<file path="src/rtl/load_store_unit.sv">
// Load/store unit: turns one datapath access into a held memory request,
// aligns byte lanes, writes load results back, and aborts on misalignment or timeout.
module load_store_unit #(
  parameter int TIMEOUT = 16
) (
  input  logic        clk,
  input  logic        rst_n,
  input  logic        req_valid,
  output logic        req_ready,
  input  logic        req_store,
  input  logic        req_byte,
  input  logic [31:0] req_addr,
  input  logic [31:0] req_wdata,
  input  logic [3:0]  req_rd,
  output logic        mem_req,
  output logic        mem_we,
  output logic [29:0] mem_addr,
  output logic [3:0]  mem_be,
  output logic [31:0] mem_wdata,
  input  logic        mem_ack,
  input  logic [31:0] mem_rdata,
  output logic [31:0] ram_data2,
  output logic [3:0]  w_addr1,
  output logic        w_en1,
  output logic        sel_w_data,
  output logic        stall,
  output logic        fault
);
  typedef enum logic [1:0] {IDLE, REQ, WB} state_t;

  localparam logic [7:0] TO_LAST = 8'(TIMEOUT - 1);

  state_t      state, state_nx;
  logic [31:0] addr_r, wdata_r, rdata_r;
  logic [3:0]  rd_r, be_r;
  logic        store_r, fault_r;
  logic [7:0]  cnt;
  logic        accept, misalign;
  logic [31:0] load_val;

  assign accept   = req_valid && (state == IDLE);
  assign misalign = !req_byte && (req_addr[1:0] != 2'b00);

  // Byte loads zero-extend the lane picked by the low address bits.
  assign load_val = (be_r == 4'b1111) ? mem_rdata
                  : {24'h0, mem_rdata[{addr_r[1:0], 3'b000} +: 8]};

  always_comb begin
    state_nx = state;
    case (state)
      IDLE: if (accept && !misalign) state_nx = REQ;
      REQ: begin
        if (mem_ack)             state_nx = store_r ? IDLE : WB;
        else if (cnt == TO_LAST) state_nx = IDLE;
      end
      WB:      state_nx = IDLE;
      default: state_nx = IDLE;
    endcase
  end

  always_ff @(posedge clk or negedge rst_n) begin
    if (!rst_n) begin
      state   <= IDLE;
      addr_r  <= '0;
      wdata_r <= '0;
      rdata_r <= '0;
      rd_r    <= '0;
      be_r    <= '0;
      store_r <= 1'b0;
      fault_r <= 1'b0;
      cnt     <= '0;
    end else begin
      state   <= state_nx;
      fault_r <= 1'b0;
      if (accept) begin
        if (misalign) begin
          fault_r <= 1'b1;
        end else begin
          addr_r  <= req_addr;
          rd_r    <= req_rd;
          store_r <= req_store;
          be_r    <= req_byte ? (4'b0001 << req_addr[1:0]) : 4'b1111;
          wdata_r <= req_byte ? {4{req_wdata[7:0]}} : req_wdata;
          cnt     <= '0;
        end
      end
      if (state == REQ) begin
        if (mem_ack) begin
          if (!store_r) rdata_r <= load_val;
        end else if (cnt == TO_LAST) begin
          fault_r <= 1'b1;
        end else begin
          cnt <= cnt + 8'd1;
        end
      end
    end
  end

  assign req_ready  = (state == IDLE);
  assign stall      = (state != IDLE);
  assign mem_req    = (state == REQ);
  assign mem_we     = (state == REQ) && store_r;
  assign mem_be     = (state == REQ) ? be_r : 4'b0000;
  assign mem_addr   = addr_r[31:2];
  assign mem_wdata  = wdata_r;
  assign ram_data2  = rdata_r;
  assign w_addr1    = rd_r;
  assign w_en1      = (state == WB);
  assign sel_w_data = (state == WB);
  assign fault      = fault_r;
endmodule
</file>
<file path="config.mk">
export PLATFORM = sky130hd
export DESIGN_NAME = load_store_unit
export DESIGN_NICKNAME = d
export VERILOG_FILES = /design/src/rtl/load_store_unit.sv
export SDC_FILE = /design/constraint.sdc
export NUM_CORES = 1
export LEC_CHECK = 0
export CAP_MARGIN = 15
export CORE_AREA = 4 4 153 155
export DETAILED_ROUTE_END_ITERATION = 8
export DIE_AREA = 0 0 157 159
export MAX_ROUTING_LAYER = met4
export PLACE_DENSITY_LB_ADDON = 0.2
export SETUP_SLACK_MARGIN = 0.5
export SYNTH_ARGS = -nofsm -noshare
export SYNTH_HDL_FRONTEND = slang
export SYNTH_SLANG_ARGS = --single-unit
</file>
<file path="constraint.sdc">
create_clock -name clk -period 1.7 [get_ports clk]
set_input_delay 0.34 -clock clk [delete_from_list [all_inputs] [get_ports clk]]
set_output_delay 0.34 -clock clk [all_outputs]
set_load 0.01 [all_outputs]
</file>
Fig. 1: run 1, logic cells by family
Scale: 4 px per um.
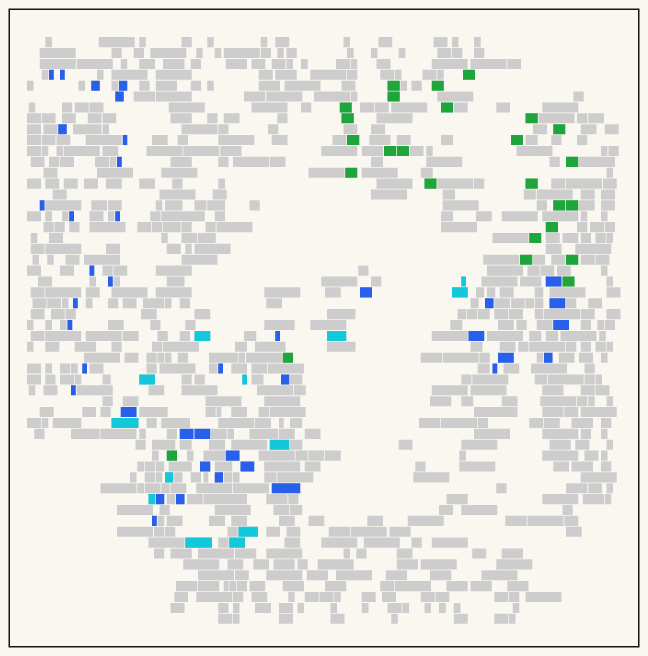
[cyan] nor cells | cells: 13 | most used: nor2_4
[blue] nand cells | cells: 40 | most used: nand2_1 | where: all over the die
[green] non-inverting ao/oa cells | cells: 26 | most used: a22o_1
dominant logic cell type in the layout: dfrtp_1
logic share of the area: 25.6%

Fig. 2: run 1, a small window of the routed layout
Window x 64 to 94, y 33 to 63 um. Cells in grey, sequential cells in the stronger grey; small squares are vias.
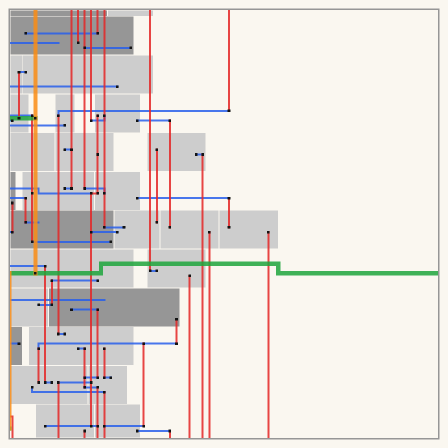
[green] M3
[red] M2
[blue] M1
[orange] M4
cells with their middle in the window: 21
most frequent: buf_6 (6), and2_4 (4), dfrtp_1 (3)
sequential cells in the window: 3

Fig. 3: run 1, M4 wires
Scale: 3 px per um. Supply wires on this layer in grey.
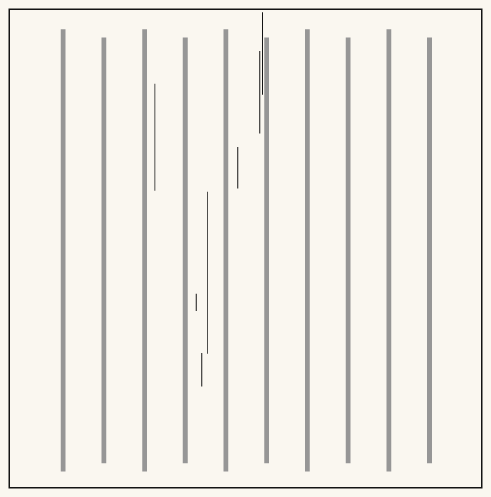
nets with wire on the layer: 4
longest straight run: 53.7 um
Routed WL: 17,800 um
total number of vias: 4,550

==> changes_impl.md, run 1 <==
## Implementation

- Core Area: 21,800 um^2
- Initial drt markers: about 170
- Number of global-route vias before repair: 4,891
- Die x size: 157 um
- FF-to-FF End: mem_wdata[27]$_DFFE_PN0P_
- Core utilization at floorplan: approximately a quarter
- Slowest-stage cell, CP: or3b_4
- Ys async rst share: 100%
- Slew Viols, Final: 0
- Mapped cell area: 5410 um^2
- WP buf/inv: 3
- Clk latency late pin: 410 ps
- Final Non-Filler Cells: around 1,000
- Critical path depth: 6
- Number of diodes: 0
- Final setup fails: 0
- Cells after DPL: between 800 and 900
- Drt drc: 0
- WL per Instance: 17.5 um
- Clock root cell: clkbuf_16
- Synth Warn #: 0
- Area Overhead vs Synth: 70.0%
- Worst r2r src: state[1]$_DFFE_PN0P_
- Final antenna-violating net count: 0
- Nets: 831
- Critical path endpoint category: flip-flop
- Commonest flop: dfrtp_1
- Final Hold Fails: 0
- # rows: 54
- Pwr Density: 1390 nW/um^2
- Total clock sinks: between 100 and 150
- Outcome: completed
- Sw Ratio: 30.9%
## run 1: layout by cell type (no fill, tap or decap), types with 3 or more instances in the layout
| cell | count |
|---|---|
| a22o_1 | 24 |
| a22oi_1 | 9 |
| a22oi_2 | 5 |
| a2bb2oi_1 | 6 |
| and2_4 | 5 |
| buf_12 | 9 |
| buf_2 | 69 |
| buf_4 | 92 |
| buf_6 | 56 |
| bufinv_16 | 3 |
| clkbuf_16 | 19 |
| clkdlybuf4s50_1 | 104 |
| clkinv_4 | 4 |
| clkinvlp_4 | 4 |
| dfrtp_1 | 116 |
| inv_1 | 3 |
| mux2_2 | 3 |
| mux2_4 | 42 |
| mux2i_1 | 25 |
| nand2_1 | 17 |
| nand2_2 | 7 |
| nand2_4 | 7 |
| nand3_2 | 3 |
| nor2_4 | 4 |
| nor2b_4 | 3 |
| o21ai_1 | 32 |
| o21ai_2 | 7 |
| o22ai_1 | 8 |
## run 1: repair_timing
item	CTS	global route
cloned	1	4
endpoints found under the hold margin	116	0
endpoints found under the setup margin	224	225
resized	514	51
hold buffers	1	0
pin swaps	15	10
buffers inserted	62	19
## run 1: worst register-to-register path: stages, from the launching register on
cell,delay [ps]
dfrtp_1,420
buf_6,160
buf_12,120
or3b_4,450
buf_6,170
a22oi_2,140
o21ai_1,100
## run 1: state kept, by name, summed over array words and instances (netlist names)
name       count
ram_data2     32
addr_r        32
store_r        1
fault          1
state          2
mem_wdata     32
cnt            8
be_r           4
w_addr1        4
## run 1: power groups by stage
stage               combinational, W  clock (W)  sequential, W
floorplan                    0.00213          0        0.00418
global placement             0.00423          0        0.00406
detailed placement           0.00427          0        0.00409
CTS                          0.00459    0.00381        0.00403
global route                 0.00538    0.00394        0.00415
finish                       0.00502    0.00372        0.00405
## run 1: per-stage QoR
step | util, % | instance area, um^2
after floorplan | - | 5510
final | 42.1 | 9190
after detailed placement | 36.1 | 7880
after CTS | 40.2 | 8780
after global routing | 42.1 | 9190
after global placement | 36.1 | 7880
## run 1: kinds of logic (layout without fill, tap and decap cells)
logic type      count (synthesis)  count (layout)  share of synthesized area [%]
compound gates                111             111                           14.3
buf+inv                        63             370                           7.80
xor+xnor                        2               2                          0.324
simple gates                   66              67                           6.85
mux                            70              70                           16.8
fa+ha+maj                       1               1                          0.231
flops                         116             116                           53.7
## run 1: final cells by class
class | instances | area [um^2] | share of cell area (%)
timing repair buffer | 334 | 2960 | 32.2
multi-input combinational | 251 | 2350 | 25.6
clock inverter | 15 | 183 | 1.99
inverter | 4 | 15.0 | 0.163
tap | 280 | 350 | 3.81
sequential | 116 | 2900 | 31.6
clock buffer | 17 | 425 | 4.63
## run 1: metal layers
layer / vias to the layer above / track usage [%] / part of all wire, %
met3: 18 / 4.97 / 8.4
met2: 165 / 22.2 / 48
li1: 2123 / - / -
met4: 0 / 3.04 / 0.97
met1: 2244 / 17.4 / 43
met5: - / - / 0
Fig. 4: run 1, signal metal coverage by tile
Scale: 2 px per um. 31 x 32 tiles, from white (low) to dark blue (high), scaled to the fullest tile. Values are wire area over tile area, all layers added.
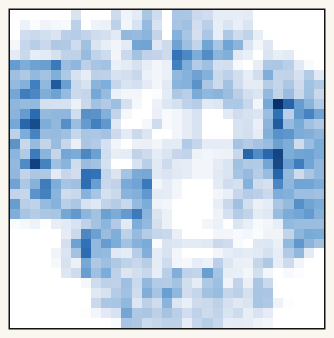

==> run 2: changes to the inputs <==
Clock period 1.7 ns to 1.4 ns, I/O delays scaled along.
Fig. 5: run 2, signal metal coverage by tile
Scale: 2 px per um. 31 x 32 tiles, from white (low) to dark blue (high), scaled to the fullest tile. Values are wire area over tile area, all layers added.
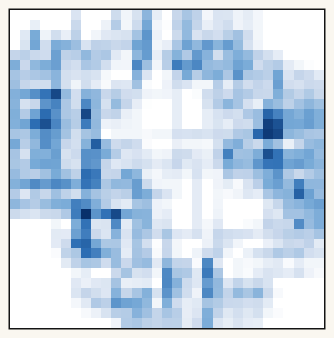
tiles over half the peak: 12%
fullest tile: 0.49
nearly empty tiles: 20%
densest ninth of the die: left middle
GRT Total Usage: 14.5%
Routed WL: 18,300 um

==> changes_impl.md, run 2 <==
## Implementation

- Top-count cell post-synth: dfrtp_1
- Number of global-route vias before repair: 4,939 (+0.98%)
- Clock root cell: clkbuf_16
- Core Area: 21,800 um^2 (unchanged)
- Nets: 851 (+2.4%)
- Commonest flop: dfrtp_1
- Initial drt markers: 181 (+9.7%)
- Failing checks: setup timing
- WL per Instance: 17.6 um (+0.80%)
- Core utilization at floorplan: 24.8% (unchanged)
- Final antenna-violating net count: 0 (unchanged)
- Post-synthesis mux area share: 16.8% (unchanged)
- Total global routing overflow: 0
- Fin util: 43.2% (+1.1 points)
- Total number of vias: 4,604 (+1.2%)
- Dominant logic cell type in the layout: dfrtp_1
- Final instance area: 9430 um^2 (+2.6%)
- Top non-seq family: multiplexers
- Basic Gates by Area: 6.85% (unchanged)
- Ys async rst share: 100% (unchanged)
- Final Hold Fails: 0 (unchanged)
- AND-OR/OR-AND Cells, Area Fraction: 14.3% (unchanged)
- Synth cell count leaders: 116 x dfrtp_1, 40 x mux2_4, 38 x o21ai_0
- Xor and xnor area share after synthesis: 0.324% (unchanged)
- Post-synth regs: 116
- Final Worst Setup Slack: -255 ps
- Ports: 215
- Slew Viols, Final: 0 (unchanged)
- Outcome: finished with violations
- Die Y-Extent: 159 um
- Final Non-Filler Cells: 1,037 (+2.0%)
- Worst r2r src: state[0]$_DFFE_PN0P_
- Total clock sinks: 116 (unchanged)
- Synth Warn #: 0 (unchanged)
- Slowest-stage cell, CP: dfrtp_2
- Adders+Majority by Area: 0.231% (unchanged)
- Final setup fails: 123 (+123)
- Placed inst area: 7980 um^2 (+1.2%)
- Critical path endpoint category: output port
- WP buf/inv: 2 (-1)
- Top Layout Cells: 114 x dfrtp_1, 104 x clkdlybuf4s50_1, 102 x buf_4
- Number of diodes: 0 (unchanged)
- Mapped cell area: 5410 um^2 (unchanged)
Fig. 6: run 2, a small window of the routed layout
Window x 64 to 94, y 33 to 63 um. Cells in grey, sequential cells in the stronger grey; small squares are vias.
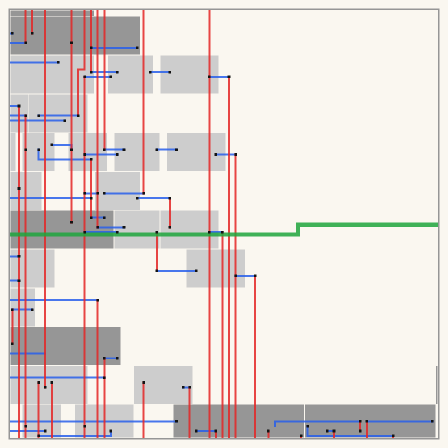
[green] M3
[red] M2
[blue] M1
cells with their middle in the window: 22
sequential cells in the window: 5
most frequent: buf_6 (7), and2_4 (4), dfrtp_1 (4)
netlist names of flops here include: `addr_r` (2)

[run 2: cell count changes in the layout (fill, tap and decap cells not counted), moves of 3 or more]
| cell | delta |
|---|---|
| nand3_2 | -3 |
| buf_4 | +10 |
| nand3_1 | +3 |
| nand2_1 | +4 |
| buf_16 | +6 |
[run 2: worst paths after layout]
kind	cells past startpoint	slack [ps]	to
setup / recovery	4	-250	mem_be[1]
hold / removal	2	470	addr_r[12]$_DFFE_PN0P_
hold reg to reg	2	500	mem_wdata[10]$_DFFE_PN0P_
max in group asynchronous	3	570	state[1]$_DFFE_PN0P_
setup reg to reg	6	-250	mem_wdata[26]$_DFFE_PN0P_
min in group asynchronous	3	500	cnt[7]$_DFF_PN0_
[run 2: logic make-up (layout without fill, tap and decap cells)]
| family | count (synthesis) | in the layout |
|---|---|---|
| compound gates | 111 | 111 |
| xor+xnor | 2 | 2 |
| fa+ha+maj | 1 | 1 |
| buf+inv | 63 | 389 |
| flops | 116 | 116 |
| mux | 70 | 70 |
| simple gates | 66 | 68 |
[run 2: timing repair]
action                                  4_1_cts  5_1_grt
endpoints found under the hold margin       116        0
endpoints found under the setup margin      225      268
hold buffers                                  1        0
resized                                     516       35
pin swaps                                    28       18
cloned                                        8        2
buffers inserted                             55       29
[run 2: stage by stage]
stage	hold slack (ps)	power, W
floorplan	-15.6	0.00770
global placement	345	0.0102
detailed placement	349	0.0103
CTS	451	0.0152
global route	451	0.0165
finish	474	0.0157
[run 2: report_power, final]
part | switching, W | internal, W | leakage (nW)
Sequential | 0.000635 | 0.00430 | 1.45
Combinational | 0.00247 | 0.00379 | 2.86
Clock | 0.00169 | 0.00281 | 0.290
Total | 0.00480 | 0.0109 | 4.59
[run 2: cell type report]
class / count / area [um^2] / share of cell area, %
clock buffer: 17 / 425 / 4.51
clock inverter: 15 / 180 / 1.91
inverter: 4 / 15.0 / 0.159
multi-input combinational: 252 / 2270 / 24.1
sequential: 116 / 2910 / 30.8
tap: 280 / 350 / 3.72
timing repair buffer: 353 / 3280 / 34.8
[run 2: metal layers]
metal,up-vias,share of wire [%],global-route usage (%)
li1,2167,-,-
met1,2243,41,16.8
met2,170,49,23.6
met3,24,8.4,5.14
met4,0,1.5,4.62
met5,-,0,-
Power is estimated from default activity; no workload was simulated.
